--- src/rtl/aec_gen2.sv ---
// aec_gen2: serial ASCII arithmetic expression evaluator.
// Characters are collected as single-digit hex operands and ( ) + - * tokens.
// On '=' the tokens are converted infix->postfix (shunting-yard), the operator
// stack is drained, the postfix queue is evaluated on a value stack, and the
// result (or an error) is presented for one cycle with valid.
// Handshake: a character is taken on a rising edge when ready=1 and busy=0;
// valid is a single-cycle pulse and qualifies err and result; busy covers the
// whole evaluation, from the cycle after '=' up to and including the valid cycle.
module aec_gen2 #(
    parameter int MAX_TOK = 16,
    parameter int RES_W   = 8
) (
    input  logic             clk,
    input  logic             rst,
    input  logic             ready,
    input  logic [7:0]       ascii_in,
    output logic             busy,
    output logic             valid,
    output logic             err,
    output logic [RES_W-1:0] result,
    output logic [2:0]       state_dbg
);

    localparam int IW = $clog2(MAX_TOK);
    localparam int CW = $clog2(MAX_TOK + 1);

    // Token format: bit 4 = operator/paren flag, bits 3:0 = operand value or op code
    localparam logic [3:0] OP_LP  = 4'd0;
    localparam logic [3:0] OP_RP  = 4'd1;
    localparam logic [3:0] OP_ADD = 4'd2;
    localparam logic [3:0] OP_SUB = 4'd3;
    localparam logic [3:0] OP_MUL = 4'd4;
    localparam logic [4:0] TOK_LP = {1'b1, OP_LP};

    typedef enum logic [2:0] {
        S_COLLECT = 3'd0,
        S_CONVERT = 3'd1,
        S_DRAIN   = 3'd2,
        S_EVAL    = 3'd3,
        S_DONE    = 3'd4
    } state_t;

    // One datapath action per cycle, chosen by the FSM
    typedef enum logic [3:0] {
        A_NONE, A_Q_TOK, A_PUSH, A_POP_Q, A_POP_DISC,
        A_E_PUSH, A_E_OP, A_FIN_OK, A_FIN_ERR
    } act_t;

    state_t state, state_n;
    act_t   act;

    logic [4:0]       tok_mem [MAX_TOK];
    logic [4:0]       stack   [MAX_TOK];
    logic [4:0]       q_mem   [MAX_TOK];
    logic [RES_W-1:0] estack  [MAX_TOK];

    logic [CW-1:0] tok_cnt, rd_idx, sp, q_cnt, e_idx, esp;
    logic [IW-1:0] sp_m1, esp_m1, esp_m2;
    logic          ill_flag, ovf_flag, err_r;
    logic [RES_W-1:0] result_r;

    logic          accept, c_legal, c_eq;
    logic [4:0]    c_tok, cur, top, qcur;
    logic          cur_prec, top_prec;
    logic [RES_W-1:0] e_a, e_b, e_res;

    assign accept    = ready && (state == S_COLLECT);
    assign sp_m1     = IW'(sp - CW'(1));
    assign esp_m1    = IW'(esp - CW'(1));
    assign esp_m2    = IW'(esp - CW'(2));
    assign cur       = tok_mem[rd_idx[IW-1:0]];
    assign top       = stack[sp_m1];
    assign qcur      = q_mem[e_idx[IW-1:0]];
    assign cur_prec  = (cur[3:0] == OP_MUL);
    assign top_prec  = (top[3:0] == OP_MUL);
    assign e_a       = estack[esp_m2];
    assign e_b       = estack[esp_m1];

    assign busy      = (state != S_COLLECT);
    assign valid     = (state == S_DONE);
    assign err       = err_r;
    assign result    = result_r;
    assign state_dbg = state;

    // Character decode into token form
    always_comb begin
        c_legal = 1'b1;
        c_eq    = 1'b0;
        c_tok   = '0;
        if (ascii_in >= 8'h30 && ascii_in <= 8'h39)      c_tok = {1'b0, 4'(ascii_in - 8'h30)};
        else if (ascii_in >= 8'h61 && ascii_in <= 8'h66) c_tok = {1'b0, 4'(ascii_in - 8'h57)};
        else if (ascii_in == 8'h28)                      c_tok = {1'b1, OP_LP};
        else if (ascii_in == 8'h29)                      c_tok = {1'b1, OP_RP};
        else if (ascii_in == 8'h2B)                      c_tok = {1'b1, OP_ADD};
        else if (ascii_in == 8'h2D)                      c_tok = {1'b1, OP_SUB};
        else if (ascii_in == 8'h2A)                      c_tok = {1'b1, OP_MUL};
        else if (ascii_in == 8'h3D)                      c_eq  = 1'b1;
        else                                             c_legal = 1'b0;
    end

    // Binary operator applied to the two top value-stack entries
    always_comb begin
        case (qcur[3:0])
            OP_ADD:  e_res = e_a + e_b;
            OP_SUB:  e_res = e_a - e_b;
            default: e_res = e_a * e_b;
        endcase
    end

    // State register
    always_ff @(posedge clk) begin
        if (rst) state <= S_COLLECT;
        else     state <= state_n;
    end

    // Next-state and per-cycle action selection
    always_comb begin
        state_n = state;
        act     = A_NONE;
        case (state)
            S_COLLECT: begin
                if (accept && c_eq) state_n = S_CONVERT;
            end
            S_CONVERT: begin
                if (ill_flag || ovf_flag) begin
                    act = A_FIN_ERR; state_n = S_DONE;
                end else if (rd_idx == tok_cnt) begin
                    state_n = S_DRAIN;
                end else if (!cur[4]) begin
                    act = A_Q_TOK;
                end else if (cur[3:0] == OP_LP) begin
                    act = A_PUSH;
                end else if (cur[3:0] == OP_RP) begin
                    if (sp == '0)          begin act = A_FIN_ERR; state_n = S_DONE; end
                    else if (top == TOK_LP) act = A_POP_DISC;
                    else                    act = A_POP_Q;
                end else begin
                    if (sp != '0 && top != TOK_LP && top_prec >= cur_prec) act = A_POP_Q;
                    else                                                    act = A_PUSH;
                end
            end
            S_DRAIN: begin
                if (sp == '0)           state_n = S_EVAL;
                else if (top == TOK_LP) begin act = A_FIN_ERR; state_n = S_DONE; end
                else                    act = A_POP_Q;
            end
            S_EVAL: begin
                state_n = S_DONE;
                if (e_idx == q_cnt)        act = (esp == CW'(1)) ? A_FIN_OK : A_FIN_ERR;
                else if (!qcur[4])         begin act = A_E_PUSH; state_n = S_EVAL; end
                else if (esp < CW'(2))     act = A_FIN_ERR;
                else                       begin act = A_E_OP; state_n = S_EVAL; end
            end
            S_DONE: state_n = S_COLLECT;
            default: state_n = S_COLLECT;
        endcase
    end

    // Token store, stacks, queue, indices and result registers
    always_ff @(posedge clk) begin
        if (rst) begin
            tok_cnt  <= '0;
            rd_idx   <= '0;
            sp       <= '0;
            q_cnt    <= '0;
            e_idx    <= '0;
            esp      <= '0;
            ill_flag <= 1'b0;
            ovf_flag <= 1'b0;
            err_r    <= 1'b0;
            result_r <= '0;
        end else begin
            if (accept && !c_eq) begin
                if (!c_legal)                      ill_flag <= 1'b1;
                else if (tok_cnt == CW'(MAX_TOK))  ovf_flag <= 1'b1;
                else begin
                    tok_mem[tok_cnt[IW-1:0]] <= c_tok;
                    tok_cnt <= tok_cnt + CW'(1);
                end
            end
            case (act)
                A_Q_TOK: begin
                    q_mem[q_cnt[IW-1:0]] <= cur;
                    q_cnt  <= q_cnt + CW'(1);
                    rd_idx <= rd_idx + CW'(1);
                end
                A_PUSH: begin
                    stack[sp[IW-1:0]] <= cur;
                    sp     <= sp + CW'(1);
                    rd_idx <= rd_idx + CW'(1);
                end
                A_POP_Q: begin
                    q_mem[q_cnt[IW-1:0]] <= top;
                    q_cnt <= q_cnt + CW'(1);
                    sp    <= sp - CW'(1);
                end
                A_POP_DISC: begin
                    sp     <= sp - CW'(1);
                    rd_idx <= rd_idx + CW'(1);
                end
                A_E_PUSH: begin
                    estack[esp[IW-1:0]] <= RES_W'(qcur[3:0]);
                    esp   <= esp + CW'(1);
                    e_idx <= e_idx + CW'(1);
                end
                A_E_OP: begin
                    estack[esp_m2] <= e_res;
                    esp   <= esp - CW'(1);
                    e_idx <= e_idx + CW'(1);
                end
                A_FIN_OK: begin
                    err_r    <= 1'b0;
                    result_r <= estack[0];
                end
                A_FIN_ERR: begin
                    err_r    <= 1'b1;
                    result_r <= '0;
                end
                default: ;
            endcase
            if (state == S_DONE) begin
                tok_cnt  <= '0;
                rd_idx   <= '0;
                sp       <= '0;
                q_cnt    <= '0;
                e_idx    <= '0;
                esp      <= '0;
                ill_flag <= 1'b0;
                ovf_flag <= 1'b0;
            end
        end
    end

endmodule

--- config.mk ---
export PLATFORM = sky130hd
export DESIGN_NAME = aec_gen2
export DESIGN_NICKNAME = d
export VERILOG_FILES = /design/src/rtl/aec_gen2.sv
export SDC_FILE = /design/constraint.sdc
export NUM_CORES = 1
export LEC_CHECK = 0
export CAP_MARGIN = 20
export CORE_ASPECT_RATIO = 2
export CORE_MARGIN = 3
export CORE_UTILIZATION = 45
export DETAILED_ROUTE_END_ITERATION = 8
export PLACE_DENSITY = 0.73
export RECOVER_POWER = 50
export SLEW_MARGIN = 20
export SYNTH_ARGS = -nofsm -noshare
export SYNTH_HDL_FRONTEND = slang
export SYNTH_SLANG_ARGS = --single-unit
--- constraint.sdc ---
create_clock -name clk -period 8.6 [get_ports clk]
set_clock_uncertainty 0.2 [all_clocks]
set_input_delay 1.72 -clock clk [delete_from_list [all_inputs] [get_ports clk]]
set_output_delay 1.72 -clock clk [all_outputs]
set_load 0.005 [all_outputs]
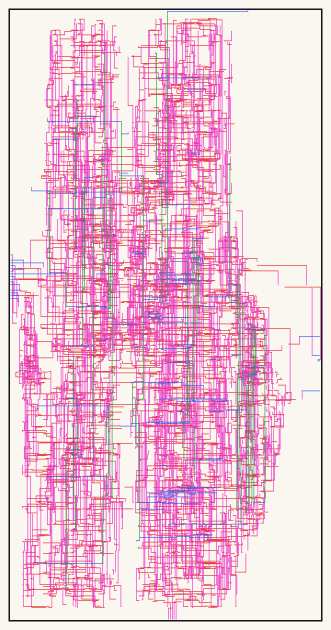
run_1/wires.png
(2 px per µm)
| color | layer | wire length |
|---|---|---|
| green | metal 4 | 2580 µm |
| red | metal 1 | 15000 µm |
| blue | metal 3 | 1460 µm |
| magenta | metal 2 | 25.6 mm |

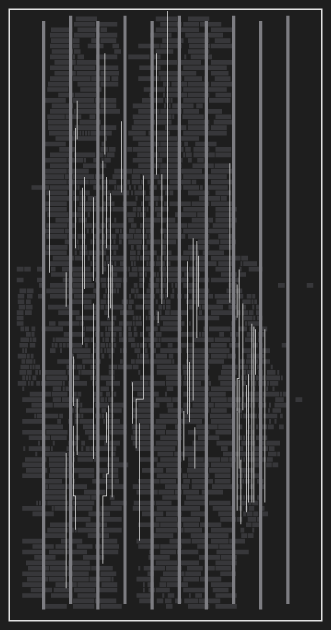
run_1/layer_met4.png
(2 px per µm) Supply wires on this layer in gray.
wire length on this layer: 2580 µm
share of all routed wire: 5.8%
nets with wire on the layer: 41

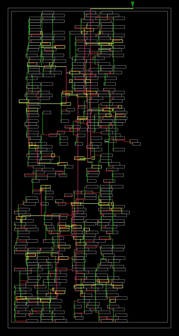
run_1/clocks.png
count of sequential standard cells: 420
total clock buffers created by CTS: 34
power in the clock group: 1.59 mW
sinks on the clock net: 420
Skew-Pair Late Insertion Delay: 0.53 ns

==> results_tabular.tex, run 1 <==
% Generated from flow reports
\begin{tabular}{lr}
\hline
Metric & Value \\
\hline
\multicolumn{2}{l}{\textbf{Status}} \\
Outcome & finished, final reports clean \\
\multicolumn{2}{l}{\textbf{Critical path}} \\
Reg2Reg Setup Slack & $\sim$1.1 ns \\
Crit Path Category & flop to flop \\
Beginning of the critical path & esp[0]\$\_SDFFE\_PP0N\_ \\
Critical path required time & between 8 and 9 ns \\
\multicolumn{2}{l}{\textbf{Final layout}} \\
Layout net count & between 1000 and 1500 \\
Post-route design area & 22160 µm² \\
Layout fillers & roughly 3700 \\
Share of layout cells above drive strength 1 & 0.1768 \\
Max FFs per register & between 100 and 150 \\
Number of antenna repair diodes & 0 \\
\multicolumn{2}{l}{\textbf{STA}} \\
Number of failing setup endpoints in the final timing report & 0 \\
Normalized max-slew margin & 0.1943 \\
Minimum period implied by the final worst setup slack & 7.485 ns \\
Min setup slack post-route & 1.115 ns \\
Setup repair after global routing missed its margin & false \\
Final worst path period share & 0.8704 \\
Pins Over Slew Limit & 0 \\
\multicolumn{2}{l}{\textbf{Floorplanning}} \\
Number of placement rows & between 100 and 150 \\
Top-level port count & 25 \\
Die boundary height & between 300 and 400 µm \\
Area of the die & 47420 µm² \\
Floorplan Core Area & $\sim$44000 µm² \\
Starting density of the core & 0.4551 \\
\multicolumn{2}{l}{\textbf{Pwr}} \\
Power attributed to combinational cells & just over 0.1 mW \\
P\_sw & 0.7782 mW \\
Switching part of the total power & 0.1991 \\
Internal power & 3.130 mW \\
Portion of total power attributed to sequential cells & 0.566 \\
Relative contribution of the clock network to total power & 0.408 \\
Seq power & 2.21 mW \\
Final Total Pwr & 3.908 mW \\
Worst VDD drop & $\sim$0.17 mV \\
Top power consumer group & registers \\
\multicolumn{2}{l}{\textbf{Routing}} \\
Via density per instance & 5.859 \\
Antenna violation net count after detailed routing & 0 \\
Number of DRC violations after detailed routing & 0 \\
Aggregate routed wire length & 44640 µm \\
Per-cell routed wire length & between 20 and 25 µm \\
\multicolumn{2}{l}{\textbf{Clock tree}} \\
Clock Path Buffers & 3 \\
Number of hold buffers added after CTS & 0 \\
Htree depth & 2 \\
Post-CTS Setup Repair Bufs & 0 \\
CTS clock-pin slew for the worst setup and hold paths & about 0.07 ns \\
\multicolumn{2}{l}{\textbf{Global routing}} \\
Global route total overflow & 0 \\
Overall Global Routing Usage & 0.1899 \\
Wire length of the first global-routing pass & a little under 70000 µm \\
Largest net degree at the start of global routing & between 40 and 50 \\
\multicolumn{2}{l}{\textbf{Yosys}} \\
Cell total in the yosys stat output & approximately 1300 \\
Number of standard cells after synthesis & approximately 1300 \\
YS warnings & 0 \\
Synthesized Nets & $\sim$1400 \\
Yosys-reported design area after synthesis & a little over 20000 µm² \\
Registers, synthesis & 420 \\
Share of flip-flops with an asynchronous set or reset after synthesis & 0 \\
Post-synthesis average cell area & $\sim$15 µm² \\
Cell Area, Synth & between 20000 and 25000 µm² \\
Sequential element share of the synthesized area & 0.6012 \\
Post-synth top flop & edfxtp\_1 \\
\multicolumn{2}{l}{\textbf{Place}} \\
Worst setup slack before clock tree synthesis & about 1.1 ns \\
Gp weighted congestion & about 0.85 \\
\multicolumn{2}{l}{\textbf{Run}} \\
Max-capacitance violation count & 0 \\
Number of logged tool warnings & 45 \\
\hline
\end{tabular}
## run 1: cell type report
type	count	area, µm²	area share
inverters	58	217.7	0.009826
multi-input cells	777	7561	0.3413
well taps	555	694.4	0.03134
clock inverters	14	135.1	0.006099
flip-flops and latches	420	12100	0.5459
clock buffers	47	1013	0.04574
repair buffers	53	439.2	0.01982
## run 1: layer usage
layer | up-vias | global-route usage | part of all wire
met4 | 0 | 0.09904 | 0.058
li1 | 5086 | - | -
met2 | 341 | 0.3696 | 0.57
met3 | 118 | 0.01662 | 0.033
met1 | 5727 | 0.1963 | 0.34
met5 | - | 0 | 0
## run 1: metrics by stage
| step | hold slack [ns] | utilization | cells |
|---|---|---|---|
| floorplan | 0.2410 | - | 1318 |
| global placement | 0.2636 | 0.4755 | 1862 |
| detailed placement | 0.2766 | 0.4757 | 1863 |
| CTS | 0.2936 | 0.5017 | 1924 |
| global route | 0.3109 | 0.5014 | 1924 |
| finish | 0.2938 | 0.5014 | 1924 |
## run 1: placed cells by master (no fill, tap or decap), types with 20 or more instances in the layout
cell type / Yosys / routed
nor3_1: 26 / 24
inv_1: 58 / 58
nor2_1: 143 / 143
mux4_2: 132 / 132
dfxtp_1: 52 / 51
buf_4: 1 / 24
nand2_1: 60 / 60
clkbuf_16: 0 / 37
a21oi_1: 27 / 27
edfxtp_1: 368 / 368
mux2i_1: 53 / 53
ha_1: 51 / 50
xnor2_1: 44 / 43
xor2_1: 20 / 20
nand3_1: 24 / 24
## run 1: path summary, 6_finish.rpt
| check | endpoint | depth (start not counted) |
|---|---|---|
| worst max-delay path | estack[0][7]$_DFFE_PP_ | 21 |
| worst min-delay path | ovf_flag$_SDFFE_PP0P_ | 2 |
| worst max register to register | estack[0][7]$_DFFE_PP_ | 21 |
| worst min register to register | ovf_flag$_SDFFE_PP0P_ | 2 |
## run 1: cells by family after synthesis
kind of cell / after synthesis / share of synthesized area
buffers and inverters: 121 / 0.02464
AND-OR/OR-AND: 104 / 0.03316
AND/OR/NAND/NOR: 344 / 0.08193
XOR/XNOR: 68 / 0.03198
adder cells (fa/ha/maj): 64 / 0.04467
flip-flops: 420 / 0.6012
multiplexers: 197 / 0.1824
## run 1: synthesized netlist by cell type, drive strengths merged, types with 20 or more instances
cell,instances,area share
a21oi,27,0.0067
buf,27,0.0071
clkbuf,36,0.0067
dfxtp,52,0.052
edfxtp,368,0.55
ha,51,0.032
inv,58,0.011
mux2i,53,0.026
mux4,134,0.15
nand2,60,0.011
nand3,24,0.0060
nor2,143,0.027
nor3,27,0.0070
o21ai,20,0.0050
xnor2,46,0.021
xor2,21,0.0095
## run 1: worst max-delay path, cell delays in order (launching register included)
cell and delay, ns:
dfxtp_4 0.57, inv_1 0.11, ha_2 0.80, mux4_2 0.59, mux2_2 0.27, o21ai_1 0.59, nor2_1 0.14, fa_1 0.48
ha_1 0.31, ha_1 0.28, inv_1 0.05, fa_1 0.52, inv_1 0.04, ha_1 0.33, a21o_1 0.20, a21oi_1 0.17
xnor2_1 0.18, xnor2_1 0.17, xnor2_1 0.17, xnor2_1 0.14, nor2_1 0.06, a211oi_2 0.75
run_1/flops_by_reg.png
(2 px per µm) Other sequential cells in the stronger gray, the rest of the logic in the fainter gray.
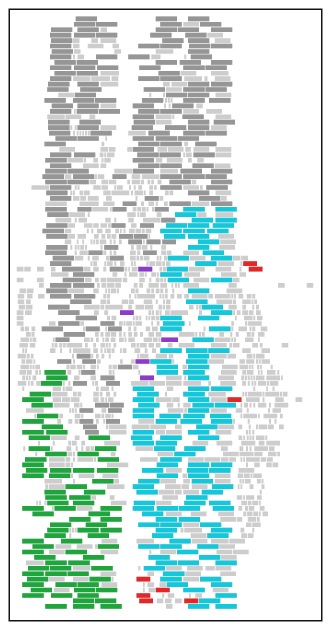

==> run 1 -> run 2 <==
- CAP_MARGIN: 20 -> unset
- PLACE_DENSITY: 0.73 -> 0.7
- TNS_END_PERCENT: unset -> 10
- clock period: 8.6 -> 7.1 ns (I/O delays scaled with it)
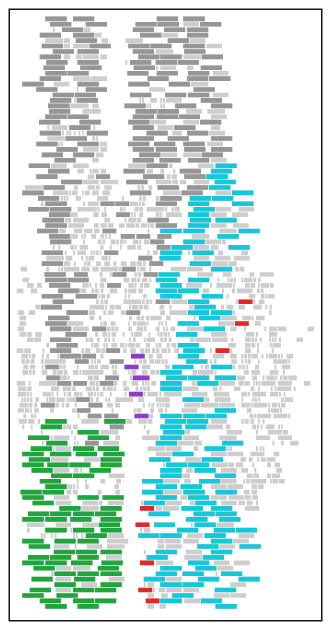
run_2/flops_by_reg.png
(2 px per µm) Other sequential cells in the stronger gray, the rest of the logic in the fainter gray.
| color | netlist name | sequential cells |
|---|---|---|
| cyan | estack | 128 |
| purple | esp | 5 |
| red | result | 8 |
| green | tok_mem | 80 |
not colored: 199

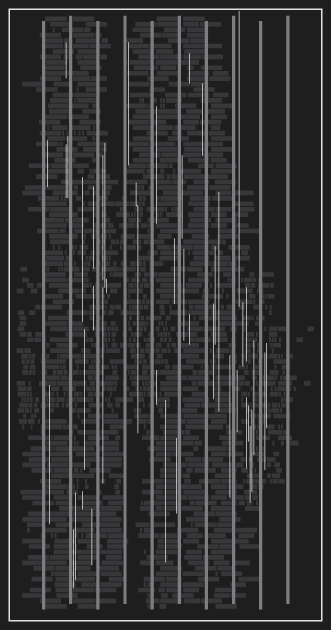
run_2/layer_met4.png
(2 px per µm) Supply wires on this layer in gray.
wire length on this layer: 2100 µm
nets with wire on the layer: 33
share of all routed wire: 4.5%
longest straight run: 148 µm

==> results_tabular.tex, run 2 <==
% Generated from flow reports
\begin{tabular}{lr}
\hline
Metric & Value \\
\hline
\multicolumn{2}{l}{\textbf{Status}} \\
Outcome & finished, final reports clean \\
\multicolumn{2}{l}{\textbf{Yosys}} \\
Cell type with the highest aggregate area in the netlist & edfxtp\_1 \\
Yosys-reported design area after synthesis & 20110 µm² (unchanged) \\
Largest cells by area & edfxtp\_1 55\%, mux4\_2 15\%, dfxtp\_1 5.2\% \\
Share of flip-flops with an asynchronous set or reset after synthesis & 0 (unchanged) \\
Post-synthesis average cell area & 15.26 µm² (unchanged) \\
Top cells by instance count after synthesis & 368 x edfxtp\_1, 143 x nor2\_1, 132 x mux4\_2 \\
Count of library flops with an enable pin & 368 \\
Number of standard cells after synthesis & 1318 (unchanged) \\
Registers, synthesis & 420 (unchanged) \\
Cell total in the yosys stat output & 1318 (unchanged) \\
Post-synth top flop & edfxtp\_1 \\
YS warnings & 0 (unchanged) \\
Share of the synthesized area in the top cell type & 0.5495 (unchanged) \\
Synthesized Nets & 1393 (unchanged) \\
Sequential element share of the synthesized area & 0.6012 (unchanged) \\
Yosys top cell by instances & edfxtp\_1 \\
Cell Area, Synth & 20110 µm² (unchanged) \\
Number of distinct standard cells referenced by the synthesized netlist & 72 \\
\multicolumn{2}{l}{\textbf{Run}} \\
Max-capacitance violation count & 0 (unchanged) \\
Number of logged tool warnings & 45 (unchanged) \\
\multicolumn{2}{l}{\textbf{STA}} \\
Minimum period implied by the final worst setup slack & 6.530 ns (-0.9557 ns) \\
Normalized max-slew margin & 0.2307 (+0.03637) \\
Final worst path period share & 0.9197 (+0.04927) \\
Achievable frequency & 153.2 MHz \\
Setup repair after global routing missed its margin & false \\
Number of failing setup endpoints in the final timing report & 0 (unchanged) \\
Pins Over Slew Limit & 0 (unchanged) \\
Final Hold Viols & 0 \\
Worst Max-Slew Pin Slew & 1.143 ns \\
TNS Setup & 0 ns \\
\multicolumn{2}{l}{\textbf{Place}} \\
I/O Buffers & 24 \\
Gp weighted congestion & 0.8699 (+2.8\%) \\
DP HPWL & 34050 µm \\
\multicolumn{2}{l}{\textbf{Routing}} \\
Via Count & 11420 \\
Number of detailed-route iterations in the first pass & 5 \\
Detailed Route Iter0 Violations & about 870 \\
Aggregate routed wire length & 46310 µm (+3.7\%) \\
Number of DRC violations after detailed routing & 0 (unchanged) \\
Per-cell routed wire length & 23.79 µm (+2.5\%) \\
Antenna violation net count after detailed routing & 0 (unchanged) \\
Via density per instance & 5.865 (+0.11\%) \\
\multicolumn{2}{l}{\textbf{Critical path}} \\
Maximum fanout count along the critical path & 32 \\
Critical path required time & 7.14 ns (-1.45 ns) \\
Crit Path Category & flop to flop \\
Critical Path AT & between 6 and 7 ns \\
Kind of launch point of the worst setup path & flop \\
Critical path capture point type & flop \\
\multicolumn{2}{l}{\textbf{Final layout}} \\
Share of layout cells above drive strength 1 & 0.1810 (+0.004263) \\
Layout net count & 1441 (+1.6\%) \\
Largest register by flop count & estack \\
Commonest cells after routing, fill and taps aside & 368 x edfxtp\_1, 143 x nor2\_1, 132 x mux4\_2 \\
Max FFs per register & 128 (unchanged) \\
Number of antenna repair diodes & 0 (unchanged) \\
Layout fillers & 3770 (+3.0\%) \\
Share of the core filled with cells & 0.5052 (+0.003766) \\
Area growth from synthesis to final layout & 10.99\% \\
Most common library cell in the layout ignoring fill and taps & edfxtp\_1 \\
\multicolumn{2}{l}{\textbf{Clock tree}} \\
Number of hold buffers added after CTS & 0 (unchanged) \\
Total clock buffers created by CTS & 36 (+5.9\%) \\
Root buffer cell & clkbuf\_16 \\
Sinks on the clock net & 420 (unchanged) \\
Skew-Pair Late Insertion Delay & 0.53 ns (about the same) \\
Post\_cts resized & 0 \\
Htree depth & 2 (unchanged) \\
Post-CTS Setup Repair Bufs & 0 (unchanged) \\
Clock Path Buffers & 3 (unchanged) \\
TritonCTS clock tree & yes \\
CTS clock-pin slew for the worst setup and hold paths & 0.07 ns (about the same) \\
\multicolumn{2}{l}{\textbf{Floorplanning}} \\
Die Wd & 155.5 µm \\
Starting density of the core & 0.4551 (unchanged) \\
Floorplan Core Area & 44190 µm² (unchanged) \\
Top-level port count & 25 (unchanged) \\
Area of the die & 47420 µm² (unchanged) \\
Number of placement rows & 109 (unchanged) \\
Die boundary height & 305.0 µm (unchanged) \\
\multicolumn{2}{l}{\textbf{Pwr}} \\
Relative contribution of the clock network to total power & 0.413 (+0.005) \\
Final Total Pwr & 4.778 mW (+22\%) \\
Static leakage power & 7.262 nW \\
Worst VDD drop & 0.1961 mV (+18\%) \\
Internal power & 3.829 mW (+22\%) \\
Portion of total power attributed to sequential cells & 0.560 (-0.006) \\
Total power per unit cell area & between 200 and 250 nW/µm² \\
P\_sw & 0.9492 mW (+22\%) \\
Combinational group share of total power & 0.026 \\
Switching part of the total power & 0.1986 (-0.0004676) \\
\multicolumn{2}{l}{\textbf{Hold path}} \\
Worst hold path type & flop to flop \\
\multicolumn{2}{l}{\textbf{Global routing}} \\
Global Route met1 Usage & 0.2081 (+0.01187) \\
Wire length of the first global-routing pass & 72150 µm (+4.6\%) \\
Initial antenna violation count & 0 \\
Largest net degree at the start of global routing & 39 (-20\%) \\
Vias in the first global route & approximately 12000 \\
M2 GR Usage & 0.3894 (+0.01978) \\
Global route total overflow & 0 (unchanged) \\
Most crowded layer after global routing & met2 \\
Fraction of met3 tracks used by global routing & 0.01861 (+0.001989) \\
Overall Global Routing Usage & 0.1981 (+0.008195) \\
\hline
\end{tabular}
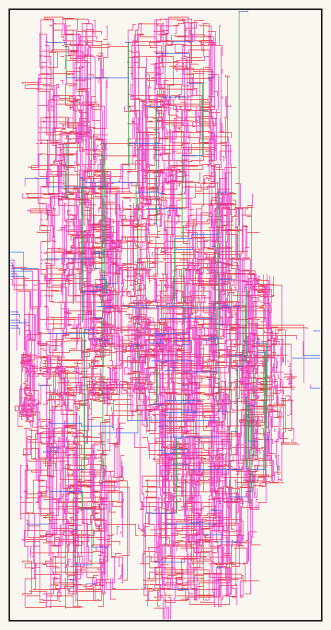
run_2/wires.png
(2 px per µm)
| color | layer | wire length |
|---|---|---|
| red | metal 1 | 15800 µm |
| magenta | metal 2 | 27.2 mm |
| green | metal 4 | 2100 µm |
| blue | metal 3 | 1200 µm |

-- run 2: cell count changes in the layout (fill, tap and decap cells not counted), sizes merged --
cell and change:
clkbuf +13, inv -2, clkinv -1, buf +13, clkinvlp -1, bufinv +1, clkdlybuf4s50 -1, dlygate4sd3 +1
-- run 2: worst paths after layout --
check / start / endpoint / slack [ns] / cells past startpoint
max: esp[1]$_SDFFE_PP0N_ / estack[1][7]$_DFFE_PP_ / 0.57 / 24
min: result[5]$_SDFFE_PP0P_ / result[5]$_SDFFE_PP0P_ / 0.30 / 2
max reg2reg: esp[1]$_SDFFE_PP0N_ / estack[1][7]$_DFFE_PP_ / 0.57 / 24
min reg2reg: result[5]$_SDFFE_PP0P_ / result[5]$_SDFFE_PP0P_ / 0.30 / 2
-- run 2: power groups by stage --
stage | logic [mW] | clock network (mW) | registers (mW)
after floorplan | 0.0754 | 0 | 2.72
after global placement | 0.130 | 0 | 2.73
after detailed placement | 0.132 | 0 | 2.73
after CTS | 0.133 | 2.02 | 2.68
after global routing | 0.140 | 2.11 | 2.68
final | 0.126 | 1.97 | 2.68
-- run 2: layout make-up --
type | count | area (µm²) | area share
Sequential cell | 420 | 12100 | 0.5418
Multi-Input combinational cell | 777 | 7575 | 0.3393
Clock buffer | 53 | 1027 | 0.04602
Tap cell | 555 | 694.4 | 0.03111
Timing Repair Buffer | 73 | 575.6 | 0.02578
Inverter | 58 | 217.7 | 0.009753
Clock inverter | 11 | 137.6 | 0.006166
-- run 2: cell families (layout without fill, tap and decap cells) --
family	count (synthesis)	count (layout)	synth area share
multiplexers	197	197	0.1824
adder cells (fa/ha/maj)	64	64	0.04467
flip-flops	420	420	0.6012
AND-OR/OR-AND	104	104	0.03316
buffers and inverters	121	195	0.02464
XOR/XNOR	68	68	0.03198
AND/OR/NAND/NOR	344	344	0.08193
-- run 2: worst max-delay path, cell delays in order (launching register included) --
cell and delay, ns:
dfxtp_1 0.33, inv_1 0.15, ha_2 0.41, buf_12 0.25, mux4_2 0.52, mux2_2 0.29
o21ai_1 0.41, nor2_1 0.11, fa_1 0.38, inv_1 0.09, fa_1 0.39, inv_1 0.07
ha_1 0.12, inv_1 0.05, fa_1 0.52, inv_1 0.04, ha_1 0.32, a21o_1 0.20
a21oi_1 0.19, xnor2_1 0.17, xnor2_1 0.16, xnor2_1 0.15, xnor2_1 0.13, nor2_1 0.08
a211oi_4 0.49
-- run 2: metal layers --
layer	vias up	wire length, µm
met4	0	2100
met2	242	27230
met5	-	0
met3	110	1199
met1	5922	15780
li1	5145	-
-- run 2: metrics by stage --
stage	setup slack (ns)	area, µm²	instances	hold slack, ns
3_5_place_dp	0.5046	21200	1883	0.2704
5_1_grt	0.1112	22320	1947	0.3368
2_1_floorplan	0.04582	20160	1318	0.2410
3_3_place_gp	0.6570	21200	1883	0.2611
4_1_cts	0.4778	22360	1947	0.2899
6_report	0.5704	22320	1947	0.2989
==> run 2 -> run 3 <==
- CAP_MARGIN: unset -> 20
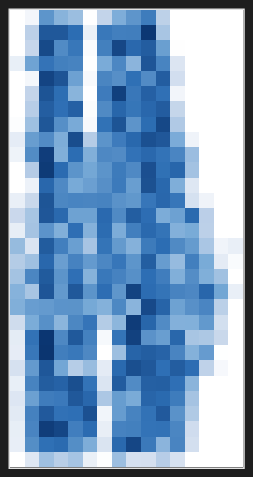
run_3/cell_density.png
(1.5 px per µm) The die is cut into 16 by 30 equal tiles; white is low, dark blue is high, 0 to 100% covered.
fullest tile: 98%
nearly empty tiles: 20%
emptiest ninth of the die: north-east
mean over tiles: 46%
tiles over 75% full: 20%

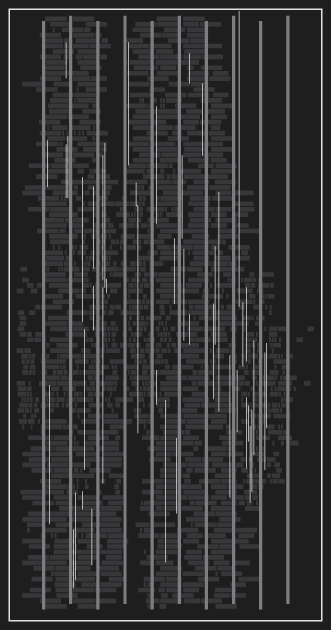
run_3/layer_met4.png
(2 px per µm) Supply wires on this layer in gray.
share of all routed wire: 4.5%
wire length on this layer: 2100 µm
longest straight run: 148 µm
main direction: vertical
nets with wire on the layer: 33

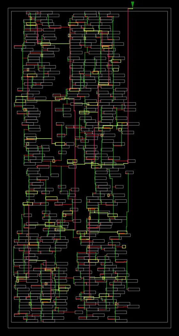
run_3/clocks.png
number of clock buffers in the layout: 53
total clock buffers created by CTS: 36
power in the clock group: 1.97 mW

==> results_tabular.tex, run 3 <==
% Generated from flow reports
\begin{tabular}{lr}
\hline
Metric & Value \\
\hline
\multicolumn{2}{l}{\textbf{Hold path}} \\
Worst hold stages & 2 (unchanged) \\
Hold Crit Endpoint & result[5]\$\_SDFFE\_PP0P\_ \\
Worst hold path type & flop to flop \\
Start point of the worst hold path & result[5]\$\_SDFFE\_PP0P\_ \\
\multicolumn{2}{l}{\textbf{Yosys}} \\
Cell Area, Synth & 20110 µm² (unchanged) \\
Synthesized Nets & 1393 (unchanged) \\
YS warnings & 0 (unchanged) \\
Yosys-reported design area after synthesis & 20110 µm² (unchanged) \\
Top cells by instance count after synthesis & 368 x edfxtp\_1, 143 x nor2\_1, 132 x mux4\_2 \\
Post-synthesis average cell area & 15.26 µm² (unchanged) \\
Sequential element share of the synthesized area & 0.6012 (unchanged) \\
Number of distinct standard cells referenced by the synthesized netlist & 72 (unchanged) \\
Cell type with the highest aggregate area in the netlist & edfxtp\_1 \\
Largest cells by area & edfxtp\_1 55\%, mux4\_2 15\%, dfxtp\_1 5.2\% \\
Number of standard cells after synthesis & 1318 (unchanged) \\
Post-synth top flop & edfxtp\_1 \\
Count of library flops with an enable pin & 368 (unchanged) \\
Cell total in the yosys stat output & 1318 (unchanged) \\
Share of the synthesized area in the top cell type & 0.5495 (unchanged) \\
Registers, synthesis & 420 (unchanged) \\
Share of flip-flops with an asynchronous set or reset after synthesis & 0 (unchanged) \\
Yosys top cell by instances & edfxtp\_1 \\
\multicolumn{2}{l}{\textbf{Run}} \\
Number of logged tool warnings & 45 (unchanged) \\
Max-capacitance violation count & 0 (unchanged) \\
\multicolumn{2}{l}{\textbf{Clock tree}} \\
Post\_cts resized & 0 (unchanged) \\
Post-CTS Setup Repair Bufs & 0 (unchanged) \\
Clock Path Buffers & 3 (unchanged) \\
Number of hold buffers added after CTS & 0 (unchanged) \\
Skew-Pair Late Insertion Delay & 0.53 ns (about the same) \\
Htree depth & 2 (unchanged) \\
Root buffer cell & clkbuf\_16 \\
TritonCTS clock tree & yes \\
CTS clock-pin slew for the worst setup and hold paths & 0.07 ns (about the same) \\
Sinks on the clock net & 420 (unchanged) \\
\multicolumn{2}{l}{\textbf{Routing}} \\
Met2 Wirelength & 27230 µm (unchanged) \\
Uppermost signal routing layer after detailed routing & met4 \\
Number of DRC violations after detailed routing & 0 (unchanged) \\
Per-cell routed wire length & 23.79 µm (unchanged) \\
Detailed Route Iter0 Violations & 866 (unchanged) \\
Antenna violation net count after detailed routing & 0 (unchanged) \\
Via Count & 11420 (unchanged) \\
Met1 WL & 15780 µm (unchanged) \\
Via density per instance & 5.865 (unchanged) \\
Number of detailed-route iterations in the first pass & 5 (unchanged) \\
Metal3 WL & 1199 µm (unchanged) \\
Aggregate routed wire length & 46310 µm (unchanged) \\
\multicolumn{2}{l}{\textbf{Critical path}} \\
Slowest cell on the critical path & mux4\_2 \\
Critical Path AT & 6.57 ns (about the same) \\
Maximum fanout count along the critical path & 32 (unchanged) \\
Origin of the critical flop-to-flop path & esp[1]\$\_SDFFE\_PP0N\_ \\
Maximum cell stage delay along the critical path & 0.52 ns (about the same) \\
Reg2Reg Setup Slack & 0.57 ns (about the same) \\
Cells along the critical path & inv\_1, ha\_2, buf\_12, mux4\_2, mux2\_2, o21ai\_1, nor2\_1, fa\_1, inv\_1, fa\_1, inv\_1, ha\_1, inv\_1, fa\_1, inv\_1, ha\_1, a21o\_1, a21oi\_1, xnor2\_1, xnor2\_1, xnor2\_1, xnor2\_1, nor2\_1, a211oi\_4 \\
Dominant delay contributor by cell family on the critical path & adder cells \\
Number of cell instances on the worst register-to-register path & 24 (unchanged) \\
Critical path capture point type & flop \\
Buf/Inv on CP & 6 (unchanged) \\
Crit Path Category & flop to flop \\
Kind of launch point of the worst setup path & flop \\
Critical path required time & 7.14 ns (about the same) \\
RR Endpoint & estack[1][7]\$\_DFFE\_PP\_ \\
Cell repeated most along the worst path & inv\_1 \\
\multicolumn{2}{l}{\textbf{Global routing}} \\
Global route total overflow & 0 (unchanged) \\
Overall Global Routing Usage & 0.1981 (unchanged) \\
Wire length of the first global-routing pass & 72150 µm (unchanged) \\
Initial antenna violation count & 0 (unchanged) \\
Largest net degree at the start of global routing & 39 (unchanged) \\
Vias in the first global route & 12120 (unchanged) \\
\multicolumn{2}{l}{\textbf{Floorplanning}} \\
Die Wd & 155.5 µm (unchanged) \\
Number of placement rows & 109 (unchanged) \\
Top-level port count & 25 (unchanged) \\
Die boundary height & 305.0 µm (unchanged) \\
Floorplan Core Area & 44190 µm² (unchanged) \\
Area of the die & 47420 µm² (unchanged) \\
Starting density of the core & 0.4551 (unchanged) \\
\multicolumn{2}{l}{\textbf{Final layout}} \\
Area growth from synthesis to final layout & 10.99\% (unchanged) \\
Share of layout cells above drive strength 1 & 0.1810 (unchanged) \\
Post-route design area & 22320 µm² (unchanged) \\
Most common library cell in the layout ignoring fill and taps & edfxtp\_1 \\
Final std cells w/o fill & 1947 (unchanged) \\
Number of antenna repair diodes & 0 (unchanged) \\
Max FFs per register & 128 (unchanged) \\
Largest register by flop count & estack \\
Layout net count & 1441 (unchanged) \\
Commonest cells after routing, fill and taps aside & 368 x edfxtp\_1, 143 x nor2\_1, 132 x mux4\_2 \\
\multicolumn{2}{l}{\textbf{STA}} \\
Achievable frequency & 153.2 MHz (unchanged) \\
Minimum period implied by the final worst setup slack & 6.530 ns (unchanged) \\
TNS Setup & 0 ns (unchanged) \\
Setup repair after global routing missed its margin & false \\
Final Hold Viols & 0 (unchanged) \\
Final worst path period share & 0.9197 (unchanged) \\
Number of failing setup endpoints in the final timing report & 0 (unchanged) \\
Min setup slack post-route & 0.5704 ns (unchanged) \\
Normalized max-slew margin & 0.2307 (unchanged) \\
Worst Max-Slew Pin Slew & 1.143 ns (unchanged) \\
Pins Over Slew Limit & 0 (unchanged) \\
\multicolumn{2}{l}{\textbf{Status}} \\
Outcome & finished, final reports clean \\
\multicolumn{2}{l}{\textbf{Place}} \\
I/O Buffers & 24 (unchanged) \\
DP HPWL & 34050 µm (unchanged) \\
Post-Place Cell Area & 21200 µm² (unchanged) \\
Placed cells & 1883 (unchanged) \\
Gp weighted congestion & 0.8699 (unchanged) \\
Worst setup slack before clock tree synthesis & 0.5046 ns (unchanged) \\
\multicolumn{2}{l}{\textbf{Pwr}} \\
Total power per unit cell area & 214.0 nW/µm² (unchanged) \\
Static leakage power & 7.262 nW (unchanged) \\
Worst VDD drop & 0.1961 mV (unchanged) \\
Final Total Pwr & 4.778 mW (unchanged) \\
\hline
\end{tabular}
-- run 3: metrics by stage --
step	utilization	hold WS, ns
after floorplan	-	0.2410
after global placement	0.4797	0.2611
after detailed placement	0.4797	0.2704
after CTS	0.5061	0.2899
after global routing	0.5052	0.3368
final	0.5052	0.2989
-- run 3: worst max path at each step --
stage / start / endpoint / slack, ns / depth (start not counted)
5_1_grt: esp[1]$_SDFFE_PP0N_ / estack[1][7]$_DFFE_PP_ / 0.11 / 24
4_1_cts: esp[1]$_SDFFE_PP0N_ / estack[1][7]$_DFFE_PP_ / 0.48 / 24
3_3_place_gp: esp[1]$_SDFFE_PP0N_ / estack[11][7]$_DFFE_PP_ / 0.66 / 24
2_1_floorplan: esp[0]$_SDFFE_PP0N_ / estack[0][7]$_DFFE_PP_ / 0.05 / 28
6_report: esp[1]$_SDFFE_PP0N_ / estack[1][7]$_DFFE_PP_ / 0.57 / 24
3_5_place_dp: esp[1]$_SDFFE_PP0N_ / estack[3][7]$_DFFE_PP_ / 0.50 / 21
-- run 3: cell type report --
class / count / area (µm²)
clock inverter: 11 / 137.6
fill: 3770 / 21860
inverter: 58 / 217.7
sequential: 420 / 12100
tap: 555 / 694.4
multi-input combinational: 777 / 7575
timing repair buffer: 73 / 575.6
clock buffer: 53 / 1027
-- run 3: layer usage --
metal	vias up	global-route usage
li1	5145	-
met1	5922	0.2081
met2	242	0.3894
met3	110	0.01861
met4	0	0.08661
met5	-	0
-- run 3: kinds of logic (layout without fill, tap and decap cells) --
kind of cell,count (synthesis),count (layout),share of synthesized area
flip-flops,420,420,0.6012
adder cells (fa/ha/maj),64,64,0.04467
AND-OR/OR-AND,104,104,0.03316
buffers and inverters,121,195,0.02464
XOR/XNOR,68,68,0.03198
AND/OR/NAND/NOR,344,344,0.08193
multiplexers,197,197,0.1824
-- run 3: worst min-delay path, stage by stage, from the launching register on --
cell     delay, ns
dfxtp_1       0.33
mux2i_1       0.06
nor2_1        0.07
-- run 3: power breakdown --
part	switching [mW]	internal [mW]	leakage [nW]
logic	0.0773	0.0490	2.97
clock network	0.855	1.12	0.569
registers	0.0164	2.66	3.73
total	0.949	3.83	7.26
Power and IR drop assume default switching activity.
